Figure 1. Supply network (run 1).
Pins as bars on the die edge.
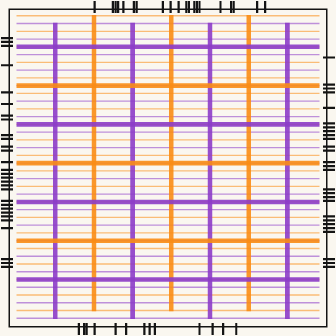
Figure 2. Placement by cell class (run 1).
Scale bar: 20 µm.
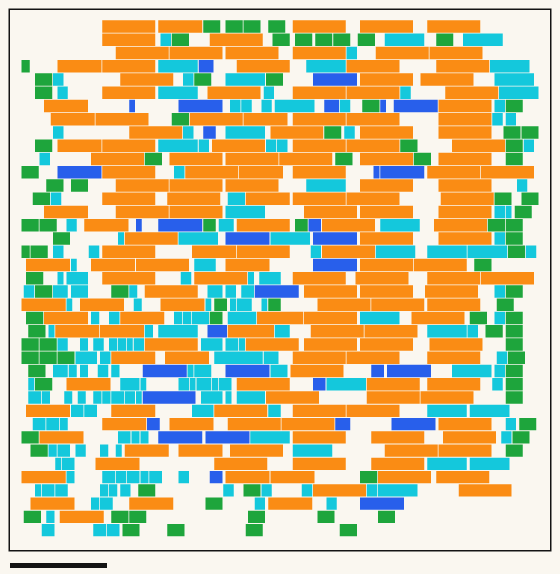
Figure 3. Clock network drawn from the DEF (run 1).
Scale bar: 20 µm.
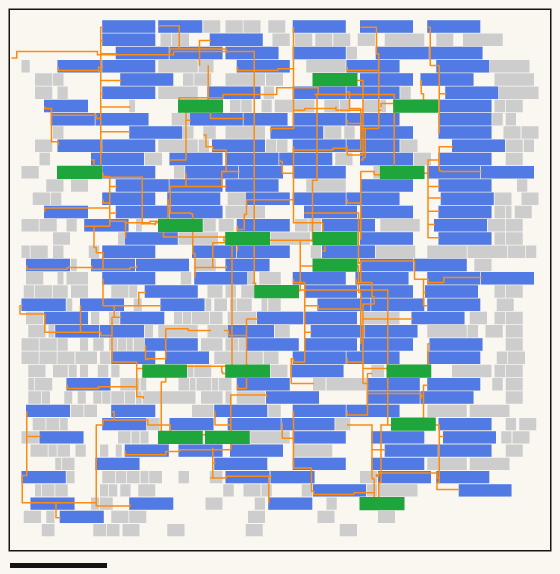
===== src/rtl/sys_arr_collector.sv =====
// Deskews bottom-row column sums into aligned vectors and queues them in a FIFO for downstream.
// Latency row_width cycles to out_valid; out_ready stalls the head, a full FIFO drops the vector and flags overflow.
module sys_arr_collector #(
    parameter int row_width  = 2,
    parameter int fifo_depth = 4
) (
    input  logic                    clock,
    input  logic                    reset_n,
    input  logic                    clear,
    input  logic [16*row_width-1:0] maccin,
    input  logic [row_width-1:0]    activein,
    output logic                    out_valid,
    input  logic                    out_ready,
    output logic [16*row_width-1:0] out_data,
    output logic                    overflow,
    output logic                    skew_err,
    output logic [15:0]             vec_count
);

    localparam int dw = 16*row_width;
    localparam int aw = $clog2(fifo_depth);

    logic [dw-1:0]        al_sum;
    logic [row_width-1:0] al_act;

    // Column i enters row_width-1-i cycles before the rightmost column of its wavefront.
    for (genvar i = 0; i < row_width; i++) begin : g_col
        localparam int depth = row_width - 1 - i;
        if (depth == 0) begin : g_direct
            assign al_sum[16*i +: 16] = maccin[16*i +: 16];
            assign al_act[i]          = activein[i];
        end else begin : g_dly
            logic [16:0] stg [depth];
            always_ff @(posedge clock or negedge reset_n) begin
                if (!reset_n) begin
                    for (int k = 0; k < depth; k++) stg[k] <= '0;
                end else if (clear) begin
                    for (int k = 0; k < depth; k++) stg[k] <= '0;
                end else begin
                    stg[0] <= {activein[i], maccin[16*i +: 16]};
                    for (int k = 1; k < depth; k++) stg[k] <= stg[k-1];
                end
            end
            assign {al_act[i], al_sum[16*i +: 16]} = stg[depth-1];
        end
    end

    logic          all_on;
    logic          mixed;
    logic [aw:0]   wr_ptr;
    logic [aw:0]   rd_ptr;
    logic          full;
    logic          empty;
    logic          pop;
    logic          push;
    logic [dw-1:0] mem [fifo_depth];

    assign all_on = &al_act;
    assign mixed  = (|al_act) & ~all_on;
    assign full   = (wr_ptr[aw] != rd_ptr[aw]) && (wr_ptr[aw-1:0] == rd_ptr[aw-1:0]);
    assign empty  = (wr_ptr == rd_ptr);
    assign pop    = out_valid & out_ready;
    // A pop in the same cycle frees the slot, so a full FIFO can still accept.
    assign push   = all_on & (~full | pop);

    assign out_valid = ~empty;
    assign out_data  = out_valid ? mem[rd_ptr[aw-1:0]] : '0;

    always_ff @(posedge clock) begin
        if (push && !clear) mem[wr_ptr[aw-1:0]] <= al_sum;
    end

    always_ff @(posedge clock or negedge reset_n) begin
        if (!reset_n) begin
            wr_ptr    <= '0;
            rd_ptr    <= '0;
            overflow  <= 1'b0;
            skew_err  <= 1'b0;
            vec_count <= '0;
        end else if (clear) begin
            wr_ptr    <= '0;
            rd_ptr    <= '0;
            overflow  <= 1'b0;
            skew_err  <= 1'b0;
            vec_count <= '0;
        end else begin
            if (push) begin
                wr_ptr    <= wr_ptr + 1'b1;
                vec_count <= vec_count + 16'd1;
            end
            if (pop) rd_ptr <= rd_ptr + 1'b1;
            if (all_on && !push) overflow <= 1'b1;
            if (mixed) skew_err <= 1'b1;
        end
    end

endmodule


===== config.mk =====
export PLATFORM = sky130hd
export DESIGN_NAME = sys_arr_collector
export DESIGN_NICKNAME = d
export VERILOG_FILES = /design/src/rtl/sys_arr_collector.sv
export SDC_FILE = /design/constraint.sdc
export NUM_CORES = 1
export LEC_CHECK = 0
export ABC_AREA = 0
export CAP_MARGIN = 20
export CORE_MARGIN = 2
export CORE_UTILIZATION = 59
export CTS_CLUSTER_DIAMETER = 100
export DETAILED_ROUTE_END_ITERATION = 12
export HOLD_SLACK_MARGIN = 0.03
export PLACE_DENSITY = 0.85
export SLEW_MARGIN = 20
export SYNTH_ARGS = -nofsm -noshare
export SYNTH_HDL_FRONTEND = slang
export SYNTH_SLANG_ARGS = --single-unit

===== constraint.sdc =====
create_clock -name clock -period 7.4 [get_ports clock]
set_input_delay 0.74 -clock clock [delete_from_list [all_inputs] [get_ports clock]]
set_output_delay 0.74 -clock clock [all_outputs]
set_load 0.01 [all_outputs]

==> impl_metrics.env, run 1 <==
# yosys + openroad results
export IMPL_result_of_the_run="finished clean"
export IMPL_post_synth_aoi_oai_area_pct=3.14
export IMPL_portBuffers=88
export IMPL_endpoint_kind="output pin"
export IMPL_placementRows=39
export IMPL_highest_utilization_routing_layer_at_the_global_route_stage="met2"
export IMPL_vdd_ir_drop_max_uv=173
export IMPL_ff_count=169
export IMPL_ff_latch_area_um2=4870
export IMPL_timing_final_ws_setup_ns=3.19
export IMPL_proportion_of_cell_area_occupied_by_registers_pct=58.8
export IMPL_cp_num_cells=5
export IMPL_num_vias=3593
export IMPL_signal_buffer_area_fraction_pct=11.0
export IMPL_post_layout_total_power_w=0.00206
export IMPL_chip_area_um2=12300
export IMPL_met3_wirelength_um=744
export IMPL_share_of_final_layout_cell_area_taken_by_clock_buffers_and_inverters_pct=6.68
export IMPL_yosys_dominant_comb_family="multiplexers"
export IMPL_groute_layer_met2_usage_pct=37.0
export IMPL_buffers_inserted_during_post_cts_setup_optimization=0
export IMPL_post_route_drc_count=0
export IMPL_ys_flops=169
export IMPL_yosys_area_top_type_share_pct=57.1
export IMPL_timing_critical_path_buf_inv=2
export IMPL_worst_r2r_path_depth=5
export IMPL_ys_top_cells_by_area="sky130_fd_sc_hd__edfxtp_1, sky130_fd_sc_hd__dfrtp_1, sky130_fd_sc_hd__mux4_2"
export IMPL_postSynthNetCount=424
export IMPL_final_signal_inverter_count=7
export IMPL_ys_sh_simple_pct=8.66
export IMPL_post_dp_hpwl_mm=7.43
export IMPL_clockBufferDepth=2
export IMPL_clockRootBuffer="sky130_fd_sc_hd__clkbuf_16"
export IMPL_timing_reg2reg_setup_slack_ns=4.34
export IMPL_setup_worst_path_class="reg2out"
export IMPL_worst_skew_ns=0.00694
export IMPL_seqPwrFrac_pct=50.7
export IMPL_share_of_layout_cells_above_drive_strength_1_pct=16.1
export IMPL_overflow_after_grt=0
export IMPL_post_synth_inst_count=379
export IMPL_die_height_um=111
export IMPL_tritoncts_buffer_count=17
export IMPL_maxSlewViolCount=0
export IMPL_cp_max_fo=35
export IMPL_grt_pass1_wl_mm=20.2
export IMPL_startpoint="rd_ptr[1]"
-- Figure 1 (at the start) --
[VDD] orange
[VSS] purple
met5 straps: 7
met4 straps: 7

-- Figure 2 (at the start) --
[other buffers and delay cells] green | cells: 93
[all other logic] cyan | cells: 189
[clock drivers and dummy loads] blue | cells: 32
[flip-flops] orange | cells: 169

-- Figure 3 (at the start) --
[flip-flops] blue | count: 169
[clock wires] orange | length: 1730 µm
[cells driving clock nets] green | count: 17
routed clock nets: 18
flops lie: all over the die

==> run 1: per-stage QoR <==
step	cell area, µm²	hold slack (ns)
floorplan	6730	0.444
global placement	7730	0.462
detailed placement	7730	0.478
CTS	8280	0.494
global route	8280	0.500
finish	8280	0.463
==> run 1: placed cells by master (no fill, tap or decap), types with 9 or more instances in the layout <==
cell type	netlist	routed
sky130_fd_sc_hd__edfxtp_1	128	128
sky130_fd_sc_hd__clkdlybuf4s50_1	0	86
sky130_fd_sc_hd__mux4_2	32	32
sky130_fd_sc_hd__dfrtp_1	41	39
sky130_fd_sc_hd__o31ai_1	10	10
sky130_fd_sc_hd__a21oi_1	15	15
sky130_fd_sc_hd__nor2_1	12	12
sky130_fd_sc_hd__nor2b_1	50	50
sky130_fd_sc_hd__or4_1	9	9
sky130_fd_sc_hd__clkbuf_16	0	17
Figure 4. Metal layers overlaid (run 1).
Only two layers are drawn.
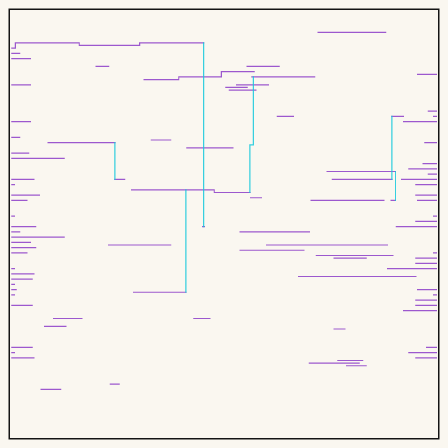

==> run 1 -> run 2 <==
- CORE_UTILIZATION: 59 -> 49
- PLACE_DENSITY: 0.85 -> 0.75
- clock period: 7.4 -> 3.5 ns (I/O delays scaled with it)
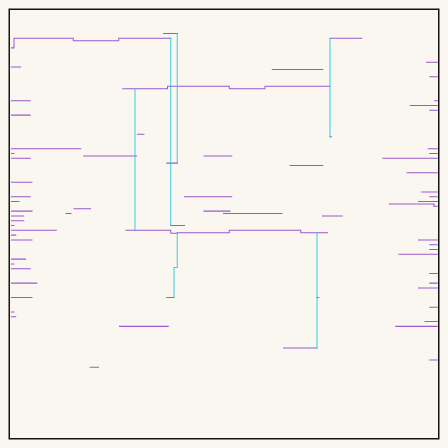
Figure 5: run 2, metal layers overlaid.
Only two layers are drawn.
[met4] cyan | wire length: 210 µm
[met3] purple | wire length: 542 µm

==> run 2 against run 1 <==
  * Non-clock buffer count grew 7
  * Clock skew grew 0.0020 ns
  * First-iteration DRC count shrank 12%
  * Cell area grew 0.88%
  * Combinational power grew 110%
  * Clock-buffer cell count grew 4
  * Via count grew 0.75%
  * Clock power grew 100%
  * Synthesized cell count is the same
  * Sequential power grew 110%
  * Critical path depth is the same
  * Critical path type unchanged
  * Largest cell class unchanged
==> impl_metrics.env, run 2 <==
# yosys + openroad results
export IMPL_result_of_the_run="finished clean"
export IMPL_share_of_layout_cells_above_drive_strength_1_pct=16.2
export IMPL_internal_power_w=0.00338
export IMPL_placementRows=42
export IMPL_ys_sh_simple_pct=8.66
export IMPL_power_switching_w=0.000916
export IMPL_diodes=0
export IMPL_postCtsHoldBufs=0
export IMPL_initial_utilization_pct=50.4
export IMPL_ys_flops=169
export IMPL_post_dp_hpwl_mm=7.70
export IMPL_ys_seq_share_pct=72.3
export IMPL_clkPwrFrac_pct=38.8
export IMPL_endpoint_kind="output pin"
export IMPL_power_static_leakage_nw=2.85
export IMPL_post_route_min_period_ns=2.90
export IMPL_die_height_um=121
export IMPL_post_layout_total_power_w=0.00429
export IMPL_clockRootBuffer="sky130_fd_sc_hd__clkbuf_16"
export IMPL_timing_critical_path_buf_inv=2
export IMPL_ys_cells=379
export IMPL_timing_reg2reg_setup_slack_ns=1.10
export IMPL_chip_area_um2=14700
export IMPL_dp_slack_ns=1.01
export IMPL_highest_utilization_routing_layer_at_the_global_route_stage="met2"
export IMPL_clockBufferDepth=2
export IMPL_clock_pin_slew_worst_setup_and_hold_paths_ns=0.06
export IMPL_portBuffers=88
export IMPL_startpoint="rd_ptr[1]"
export IMPL_overflow_after_grt=0
export IMPL_viasPerCell=5.44
export IMPL_r2r_end="mem[1][21]"
export IMPL_design_final_nets=522
export IMPL_cp_num_cells=5
export IMPL_routed_wire_length_per_instance_um=18.6
export IMPL_tritoncts_buffer_count=17
export IMPL_post_synth_aoi_oai_area_pct=3.14
export IMPL_stdcell_area_um2=8350
export IMPL_seqPwrFrac_pct=51.4
export IMPL_most_common_layout_cells="sky130_fd_sc_hd__edfxtp_1, sky130_fd_sc_hd__clkdlybuf4s50_1, sky130_fd_sc_hd__nor2b_1"
export IMPL_crit_path_start_kind="flip-flop"
export IMPL_synthTopCellsByCount="sky130_fd_sc_hd__edfxtp_1, sky130_fd_sc_hd__nor2b_1, sky130_fd_sc_hd__dfrtp_1"
export IMPL_routabilityCongestion=0.742
export IMPL_hold_slack_ns=0.476
export IMPL_grt_pass1_wl_mm=19.4
export IMPL_cts_sinks=169
export IMPL_regToRegStartpoint="rd_ptr[1]"
export IMPL_synth_cell_area_um2=6730
export IMPL_detailed_place_area_um2=7820
export IMPL_maxSlewViolCount=0
export IMPL_post_synth_inst_count=379
export IMPL_worstPathRequired_ns=3.15
export IMPL_layout_cells_non_filler=665
export IMPL_yosys_dominant_comb_family="multiplexers"
export IMPL_buffers_inserted_during_post_cts_setup_optimization=0
export IMPL_yosys_area_top_type="sky130_fd_sc_hd__edfxtp_1"
export IMPL_worst_skew_ns=0.00899
export IMPL_num_vias=3620
export IMPL_worst_r2r_path_depth=5
export IMPL_p_sw_share_pct=21.3
export IMPL_setup_worst_path_class="reg2out"
export IMPL_groute_layer_met2_usage_pct=29.8
export IMPL_mux_area_share_pct=11.3
export IMPL_timing_final_ws_setup_ns=0.599
export IMPL_drt_antenna_violating_nets=0
export IMPL_met3_wirelength_um=541
export IMPL_final_hold_vios=0
export IMPL_yosys_area_top_type_share_pct=57.1
export IMPL_vdd_ir_drop_max_uv=315
export IMPL_cp_max_stage_delay_ns=0.65
export IMPL_post_route_drc_count=0
export IMPL_grt_setup_unrepaired="no"
export IMPL_final_layout_top_logic_cell="sky130_fd_sc_hd__edfxtp_1"
export IMPL_cp_max_fo=33
export IMPL_ys_top_cells_by_area="sky130_fd_sc_hd__edfxtp_1, sky130_fd_sc_hd__dfrtp_1, sky130_fd_sc_hd__mux4_2"
export IMPL_postSynthNetCount=424
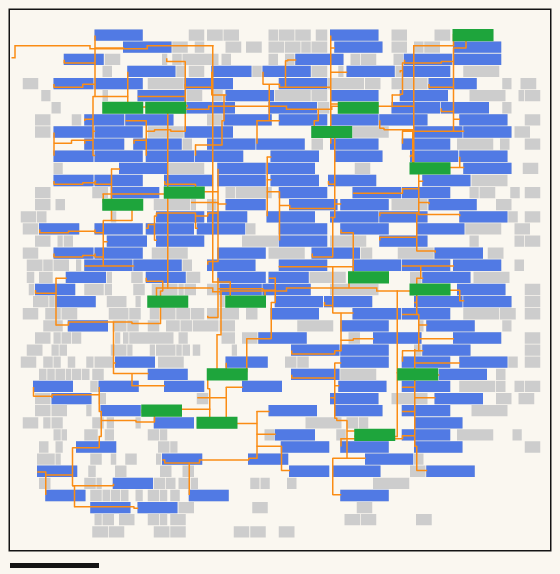
Figure 6: run 2, clock network drawn from the DEF.
Scale bar: 20 µm.
[clock wires] orange | length: 1750 µm
[flip-flops] blue | count: 169
[cells driving clock nets] green | count: 17
flops lie: all over the die

-- run 2: cell counts after synthesis --
Identical to the previous run, type by type.
-- run 2: area by class of cell --
type | instances | area [µm²] | share of cell area, %
Clock buffer | 21 | 440 | 5.27
Clock inverter | 10 | 80.1 | 0.959
Inverter | 7 | 26.3 | 0.315
Multi-Input combinational cell | 182 | 1750 | 20.9
Sequential cell | 169 | 4870 | 58.3
Tap cell | 176 | 220 | 2.64
Timing Repair Buffer | 100 | 966 | 11.6
-- run 2: power by group through the flow --
stage	clock [W]	sequential [W]	combinational, W
3_5_place_dp	0	0.00225	0.000429
6_report	0.00167	0.00221	0.000422
4_1_cts	0.00169	0.00221	0.000430
2_1_floorplan	0	0.00224	0.000226
3_3_place_gp	0	0.00225	0.000422
5_1_grt	0.00177	0.00221	0.000460
No activity file was given, so power comes from the tool's default toggle rates.
